### Power grid

(1.5 px per µm) Pins as bars on the die edge.
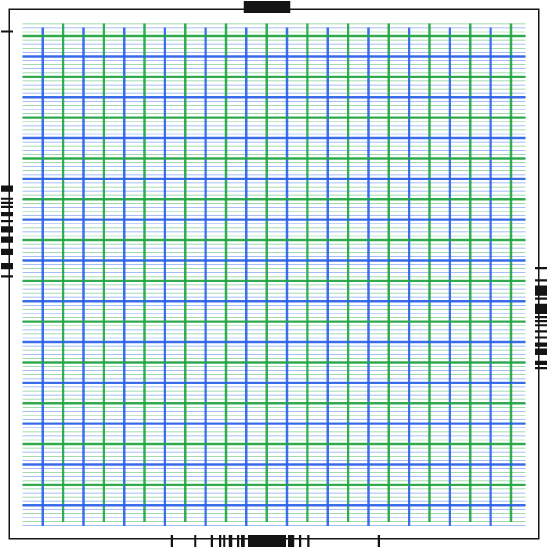
### A small window of the routed layout

Region (151, 221) to (201, 271) µm. Cells in gray, sequential cells in the stronger gray; small squares are vias.
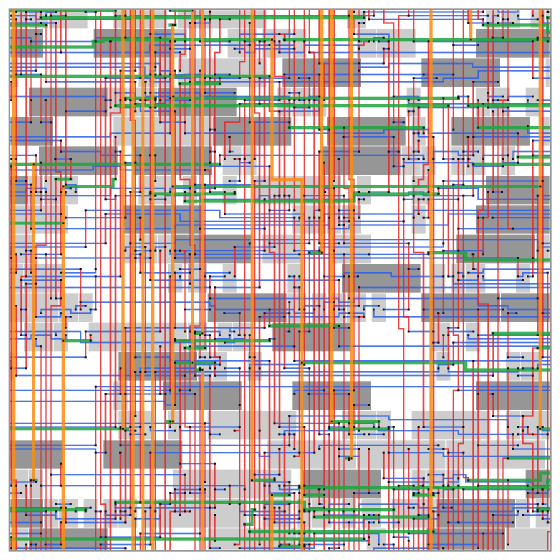
### Cell placement

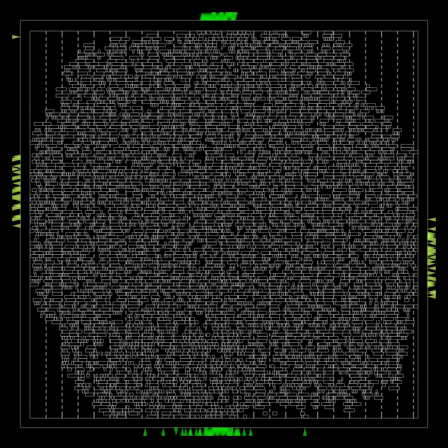
### Wiring heat map

(1 px per µm) 35 x 35 tiles, from dark purple (low) to yellow (high), scaled to the fullest tile. Values are wire area over tile area, all layers added.
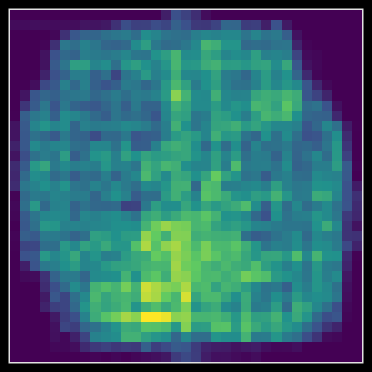
==> config.mk <==
export PLATFORM = sky130hd
export DESIGN_NAME = register_file_scoreboard
export DESIGN_NICKNAME = d
export VERILOG_FILES = /design/src/rtl/register_file_scoreboard.sv
export SDC_FILE = /design/constraint.sdc
export NUM_CORES = 2
export LEC_CHECK = 0
export CORE_MARGIN = 8
export CORE_UTILIZATION = 50
export DETAILED_ROUTE_END_ITERATION = 8
export PLACE_DENSITY = 0.62
export SETUP_SLACK_MARGIN = 0.02
export SLEW_MARGIN = 5
export SYNTH_ARGS = -nofsm -noshare
export SYNTH_HDL_FRONTEND = slang
export SYNTH_SLANG_ARGS = --single-unit
==> constraint.sdc <==
create_clock -name i_clk -period 11.4 [get_ports i_clk]
set_input_delay 3.42 -clock i_clk [delete_from_list [all_inputs] [get_ports i_clk]]
set_output_delay 3.42 -clock i_clk [all_outputs]
set_load 0.005 [all_outputs]
==> metrics.cfg <==
[grt]
grt_use_met2 = 0.543
busiest_layer = met2

[setup_path]
path_max_fanout = 78
slowest_stage = buf_8
cp.required_ps = 7980
start_kind = primary input
reg2regPathDepth = 11

[synth]
ys_sh_xor = 0.00264
yosys-top-cells-count = 2103 x nand2_1, 1134 x a21oi_1, 1055 x dfxtp_1
ys_sh_mux = 0.250
synthArstFlopShare = 0
ff_type = dfxtp_1
top_area_frac = 0.374
synth_seq_share = 0.374
synthesis.area_um2 = 56400
top_logic_kind = multiplexers
syn-instance-count = 6530

[finish]
final_net_count = 6336
flops = 1055
lay_top_cells = 2080 x nand2_1, 1134 x a21oi_1, 1055 x dfxtp_1
num-nonclk-buffers = 307
finalNonFillerCells = 7871
design_area_um2 = 62800
dominant_cells = multi-input combinational cells
final-clk-cell-share = 0.0633

[timing]
fmax_ghz = 0.0976
slew_viol_final = 0
min_period_ps = 10250

[clocking]
hold_buffers = 0
cts_resized = 0
clock_latency_ps = 740
clkTransAtPathRegs_ps = 60

[routing]
drtAntennaViolNets = 0
first_pass_iters = 8
top_layer_used = met5
drcViolationCount = 0
route.met3.wl_um = 27400
vias_per_cell = 6.62
m1WireLength_um = 83700

[power]
p_sw_frac = 0.257
power-top-group = the clock network
comb_power_share = 0.090
powerDensity_nw_per_um2 = 135
max-vdd-ir-drop_uv = 131

[status]
status = complete, no violations

[place]
dpl-instance-area_um2 = 58900

[worst_hold_path]
hold_class = flop to flop

Back to the opening pictures, 'Power grid':
legend:
  blue:
    net: VSS
  green:
    net: VDD
signal pins: 126
rows: 123
met5 straps: 24
met4 straps: 24
Die H: 352 µm
Die W: 352 µm

Back to the opening pictures, 'A small window of the routed layout':
legend:
  red:
    layer: met2
  blue:
    layer: met1
  orange:
    layer: met4
  green:
    layer: met3
sequential cells in the window: 33
cells with their middle in the window: 165
most frequent: nand2_1 (62), a21oi_1 (34), dfxtp_1 (33)

Back to the opening pictures, 'Cell placement':
fill count: 10.0k
sequential cell area share: 0.336
final core occ: 0.560
core box area: 112000 µm²

Back to the opening pictures, 'Wiring heat map':
tiles over half the peak: 30%
fullest tile: 0.87
mean over tiles: 0.33
via count: 52.1k
routed len/inst: 29.0 µm
DRT Wirelength: 229000 µm
All-Layer GR Usage: 0.352

Power and IR drop assume default switching activity.
